Run 1, port wiring:
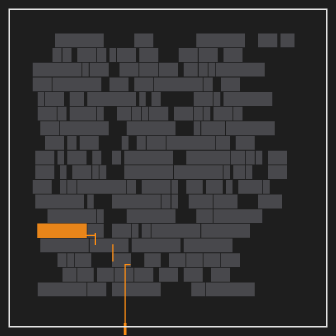
Run 1, cell area per tile:
12 x 12 tiles, from white (low) to dark blue (high), 0 to 100% covered.
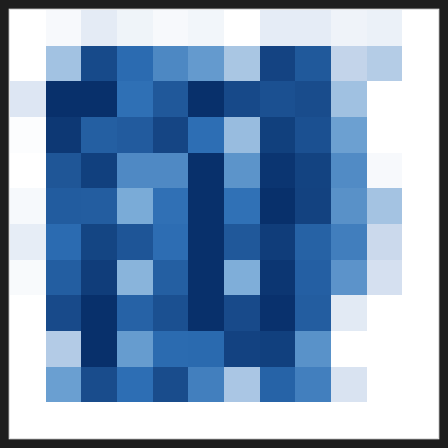
Run 1, placed cells, one colour a class:
The bar under the picture is 20 µm long. Fill, decap, tap and diode cells in grey.
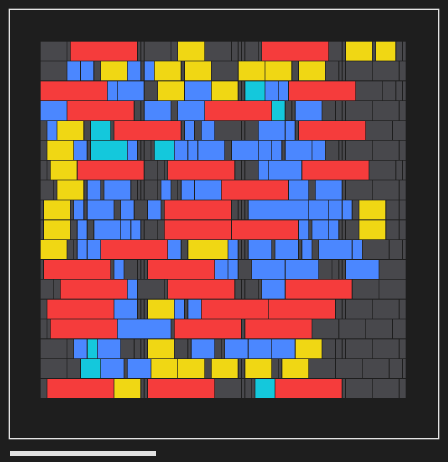
<file path="src/rtl/sub_serial.sv">
// ---------------------------------------------------------------------------
// sub_serial
//
// Bit-serial unsigned subtractor. Two parallel operands are captured on a
// start strobe, optionally XOR-scrambled with a fixed mask, then subtracted
// one bit per clock (LSB first) through a single borrow flip-flop. The
// parallel difference and the final borrow are presented once the last bit
// has been processed and are held until the result is acknowledged.
//
// Control sequence: IDLE -> PREP (one dead cycle) -> SUB (8 cycles) -> DONE.
//
// Parameters
//   WIDTH          operand width; fixed at 8 (the bit counter is 3 bits)
//   SCRAMBLE_MASK  XOR mask applied to both operands at load
//
// Ports
//   clk     input   1      rising-edge clock
//   rst     input   1      asynchronous active-low reset
//   en      input   1      start strobe in IDLE, acknowledge in DONE
//   a       input   WIDTH  minuend, sampled only on the load edge
//   b       input   WIDTH  subtrahend, sampled only on the load edge
//   out     output  WIDTH  difference (a_s - b_s) mod 2^WIDTH
//   borrow  output  1      final borrow, 1 iff a_s < b_s (unsigned)
//   done    output  1      high exactly while the state register is DONE
// ---------------------------------------------------------------------------
module sub_serial #(
    parameter int unsigned       WIDTH         = 8,
    parameter logic [WIDTH-1:0]  SCRAMBLE_MASK = 8'h00
) (
    input  logic             clk,
    input  logic             rst,
    input  logic             en,
    input  logic [WIDTH-1:0] a,
    input  logic [WIDTH-1:0] b,
    output logic [WIDTH-1:0] out,
    output logic             borrow,
    output logic             done
);

    // Encodings are fixed so the state register matches the adder family;
    // codes 4-7 are unused and recover to IDLE.
    typedef enum logic [2:0] {
        IDLE = 3'd0,
        SUB  = 3'd1,
        DONE = 3'd2,
        PREP = 3'd3
    } state_t;

    localparam logic [2:0] LAST_BIT = 3'd7;

    state_t           state;
    logic [WIDTH-1:0] a_reg;
    logic [WIDTH-1:0] b_reg;
    logic [2:0]       count;
    logic             bor;

    // One-bit full subtractor on the current LSBs.
    logic x_bit;
    logic y_bit;
    logic diff_bit;
    logic bor_next;

    always_comb begin
        x_bit    = a_reg[0];
        y_bit    = b_reg[0];
        diff_bit = x_bit ^ y_bit ^ bor;
        bor_next = (~x_bit & y_bit) | (~x_bit & bor) | (y_bit & bor);
    end

    always_ff @(posedge clk or negedge rst) begin
        if (!rst) begin
            state <= IDLE;
            a_reg <= '0;
            b_reg <= '0;
            count <= '0;
            bor   <= 1'b0;
            out   <= '0;
        end else begin
            case (state)
                IDLE: begin
                    if (en) begin
                        a_reg <= a ^ SCRAMBLE_MASK;
                        b_reg <= b ^ SCRAMBLE_MASK;
                        out   <= '0;
                        bor   <= 1'b0;
                        count <= '0;
                        state <= PREP;
                    end
                end

                // Dead cycle: only the state advances, en is ignored.
                PREP: begin
                    state <= SUB;
                end

                // Difference bits enter at the MSB so that after WIDTH
                // shifts the first (LSB) result bit lands in out[0].
                SUB: begin
                    bor   <= bor_next;
                    out   <= {diff_bit, out[WIDTH-1:1]};
                    a_reg <= a_reg >> 1;
                    b_reg <= b_reg >> 1;
                    count <= count + 3'd1;
                    if (count == LAST_BIT) begin
                        state <= DONE;
                    end
                end

                DONE: begin
                    if (en) begin
                        state <= IDLE;
                    end
                end

                // Illegal codes: data registers hold, control recovers.
                default: begin
                    state <= IDLE;
                end
            endcase
        end
    end

    assign borrow = bor;
    assign done   = (state == DONE);

endmodule
</file>
<file path="config.mk">
export PLATFORM = sky130hd
export DESIGN_NAME = sub_serial
export DESIGN_NICKNAME = d
export VERILOG_FILES = /design/src/rtl/sub_serial.sv
export SDC_FILE = /design/constraint.sdc
export NUM_CORES = 1
export LEC_CHECK = 0
export ABC_AREA = 0
export CORE_MARGIN = 4
export CORE_UTILIZATION = 53
export DETAILED_ROUTE_END_ITERATION = 10
export PLACE_DENSITY = 0.83
export SETUP_SLACK_MARGIN = 0.05
export SLEW_MARGIN = 20
export SYNTH_ARGS = -nofsm -noshare
export SYNTH_HDL_FRONTEND = slang
export SYNTH_SLANG_ARGS = --single-unit
</file>
<file path="constraint.sdc">
create_clock -name clk -period 4.3 [get_ports clk]
set_input_delay 0.43 -clock clk [delete_from_list [all_inputs] [get_ports clk]]
set_output_delay 0.43 -clock clk [all_outputs]
set_load 0.01 [all_outputs]
</file>
==> notes.md, run 1 <==
run results: grt peak-use layer met2, CTS buffer count 5, hold buffer count at CTS 0, max_slew headroom 0.3583, Mapped Cells 117, DR pass1 iterations 4, WP data required 4.57 ns, CTS sink cnt 30, initial antenna violation count 0, Post-Route Setup TNS 0 ns, CTS resizes 0, Final WS setup 1.996 ns, height of the chip 58.68 µm, IO Pins 29, Ys Warns 0, max-slew violations 0, fin crit share 0.5358, vias in the first global route 960, Max Root-Sink Buffers 2, Port Buffer Count 28, pre-CTS setup slack 1.985 ns, Final HPWL DP 1791 µm, status finished, final reports clean, worst reg-to-reg setup slack 2.00 ns, postcts setup bufs 0, htree depth 2, Root Buffer clkbuf_4, M2 GR Usage 0.2807, max-cap violations 0, Leak 0.7912 nW, Die Wd 58.68 µm, register share after synthesis 0.5515
## Picture notes: 'port wiring'
legend:
  orange:
    port: borrow
    direction: output
    end_cells: 1
    buffers: 1
    wire: 19.2 µm

## Picture notes: 'cell area per tile'
nearly empty tiles: 26%
mean over tiles: 49%
tiles over 75% full: 40%
fullest tile: 100%
emptiest ninth of the die: south-east
densest ninth of the die: centre

## Picture notes: 'placed cells, one colour a class'
legend:
  blue:
    class: combinational and other logic
    cells: 81
    share_of_their_area: 34%
  yellow:
    class: remaining buffers and delay cells
    cells: 30
    share_of_their_area: 18%
  cyan:
    class: clock drivers and dummy loads
    cells: 8
    share_of_their_area: 3.6%
  red:
    class: sequential cells
    cells: 30
    share_of_their_area: 45%

## run 1: per-layer routing
layer	share of wire	vias up
li1	-	467
met1	0.43	462
met4	0.016	0
met3	0.053	3
met2	0.50	28
met5	0	-
## run 1: cell families (layout without fill, tap and decap cells)
kind of cell,count (synthesis),after routing,synth area share
AND-OR/OR-AND,33,33,0.1563
adder cells (fa/ha/maj),6,6,0.06066
buffers and inverters,11,43,0.04687
flip-flops,30,30,0.5515
multiplexers,16,16,0.1268
AND/OR/NAND/NOR,21,21,0.05790
## run 1: Yosys cell counts (all sizes together)
cell | number | area [µm²]
mux2i | 16 | 172.7
a211oi | 1 | 7.510
a22o | 10 | 87.58
dfrtp | 30 | 750.7
a21o | 1 | 7.510
ha | 5 | 62.56
inv | 5 | 18.77
o21ai | 18 | 90.09
clkbuf | 1 | 5.000
nor2 | 1 | 3.750
fa | 1 | 20.02
a21oi | 2 | 13.76
buf | 5 | 40.04
nand2 | 20 | 75.07
o22ai | 1 | 6.260
## run 1: path summary, 6_finish.rpt
path,start,endpoint,depth (start not counted)
setup / recovery,state[1],count[1],5
hold / removal,rst,count[2],2
setup reg to reg,state[1],count[1],5
hold reg to reg,a_reg[5],a_reg[5],2
max in group asynchronous,rst,b_reg[7],2
min in group clk,a_reg[5],a_reg[5],2
## run 1: cell type report
| cell class | instances | area (µm²) | area share |
|---|---|---|---|
| multi-input combinational | 76 | 546.8 | 0.3185 |
| inverter | 5 | 18.77 | 0.01093 |
| clock inverter | 1 | 5.005 | 0.002915 |
| clock buffer | 7 | 55.05 | 0.03207 |
| timing repair buffer | 30 | 302.8 | 0.1764 |
| sequential | 30 | 750.7 | 0.4373 |
| tap | 30 | 37.54 | 0.02187 |
## run 1: through the flow
step                      cells  cell area (µm²)  hold WS (ns)
after detailed placement    170             1642        0.4773
after floorplan             117             1361        0.1344
after global placement      170             1642        0.4621
after CTS                   178             1702        0.4721
final                       179             1717        0.4789
after global routing        179             1717        0.4922
## run 1: report_power, final
group          total [mW]  internal [mW]  switching [mW]
Clock               0.172         0.0791          0.0929
Combinational       0.590          0.278           0.312
Sequential          0.486          0.410          0.0765
Total                1.25          0.767           0.482
## run 1: cells in the final DEF, fill, tap and decap left out
master	count
a211oi_1	1
a21o_1	1
a21oi_1	1
a21oi_2	1
a22o_1	10
buf_4	1
buf_8	1
clkbuf_1	1
clkbuf_4	5
clkbuf_8	1
clkdlybuf4s50_1	28
clkinv_2	1
dfrtp_1	30
fa_1	1
ha_1	5
inv_1	5
mux2i_1	15
mux2i_4	1
nand2_1	20
nor2_1	1
o21ai_0	16
o21ai_1	2
o22ai_1	1
## run 1: critical path, stage by stage, from the launching register on
cell     delay [ns]
dfrtp_1        0.39
inv_1          0.11
ha_1           0.80
inv_1          0.31
a21oi_2        0.43
a22o_1         0.20
==> run 2: changes to the inputs <==
Settings changed: CORE_UTILIZATION 53 to 49, PLACE_DENSITY 0.83 to 0.77.
Clock period 4.3 ns to 2.2 ns, I/O delays scaled along.
==> run 2 against run 1 <==
Effect of this change:
- sequential share of layout area down 0.19 points
- largest power group unchanged
- hold slack worse by 0.22 ns
- combinational power up 93%
- critical path type is now reg -> out
- critical endpoint is now done
- area after synthesis unchanged
- sequential power up 95%
- synthesized cell count unchanged
==> notes.md, run 2 <==
run results: CTS buffer count 5, CP cell instances inv_1 -> ha_1 -> clkdlybuf4s50_1, Yosys top cell area share 0.5515, Mapped Cells 117, max_slew headroom 0.7160, Synth Flop Type dfrtp_1, area leader, netlist dfrtp_1, Ys Warns 0, Top Layout Cells dfrtp_1 (30), clkdlybuf4s50_1 (28), nand2_1 (20), Leak 0.7985 nW, vias in the first global route 1006, hold buffer count at CTS 0, DR pass1 iterations 4, crit-path max cell delay 0.55 ns, most common cell in the synthesized netlist dfrtp_1, Root Buffer clkbuf_4, Final HPWL DP 1934 µm, htree depth 2, max-cap violations 0, postcts setup bufs 0, status finished, final reports clean, initial antenna violation count 0
[run 2: netlist changes by cell type in the layout (fill, tap and decap cells not counted)]
cell and change:
buf_4 +3, buf_8 -1
[run 2: final cells by class]
cell class | instances | area (µm²)
well taps | 30 | 37.54
clock inverters | 1 | 5.005
flip-flops and latches | 30 | 750.7
fillers | 210 | 843.3
clock buffers | 7 | 55.05
repair buffers | 32 | 310.3
inverters | 5 | 18.77
multi-input cells | 76 | 546.8
[run 2: path summary, 6_finish.rpt]
kind | endpoint | slack [ns]
worst max-delay path | done | 0.40
worst min-delay path | out[1] | 0.26
worst max register to register | a_reg[5] | 0.43
worst min register to register | a_reg[2] | 0.49
max in group asynchronous | out[5] | 1.65
min in group clk | a_reg[7] | 0.46
[run 2: logic make-up (layout without fill, tap and decap cells)]
logic type	Yosys count	in the layout	share of synthesized area
buffers and inverters	11	45	0.04687
and+or+nand+nor	21	21	0.05790
DFF	30	30	0.5515
adders and majority gates	6	6	0.06066
AOI/OAI and AO/OA	33	33	0.1563
muxes	16	16	0.1268
[run 2: worst reg2reg max path: stages (launching register included)]
cell     delay (ns)
dfrtp_1        0.40
inv_1          0.11
ha_1           0.33
mux2i_4        0.27
buf_4          0.37
o21ai_0        0.17
[run 2: where the power goes]
group	switching, mW	internal, mW
clock	0.182	0.155
combinational	0.601	0.539
sequential	0.149	0.801
[run 2: per-layer routing]
| metal | up-vias | track usage | part of all wire |
|---|---|---|---|
| li1 | 474 | - | - |
| met1 | 439 | 0.2087 | 0.45 |
| met2 | 23 | 0.2580 | 0.47 |
| met3 | 10 | 0.04894 | 0.050 |
| met4 | 0 | 0.1053 | 0.033 |
| met5 | - | 0 | 0 |
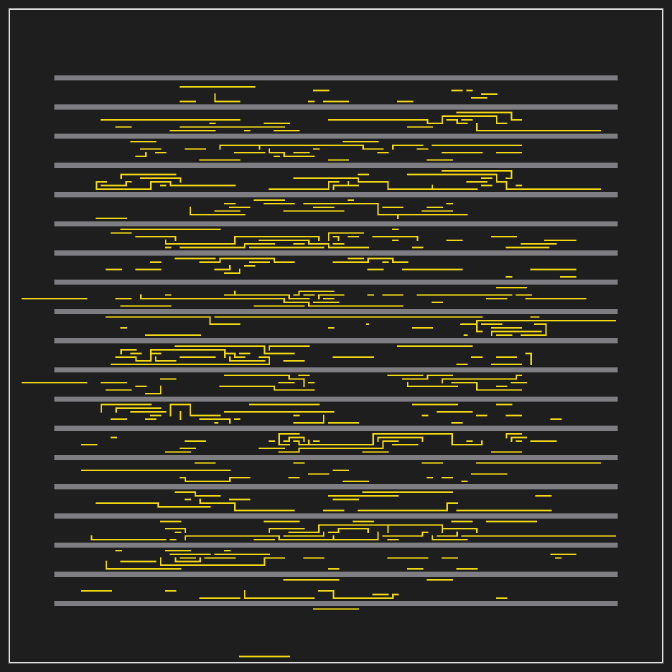
Run 2: met1 routing
Supply wires on this layer in grey.
share of all routed wire: 45%
nets with wire on the layer: 154
wire length on this layer: 1190 µm

Power and IR drop assume default switching activity.
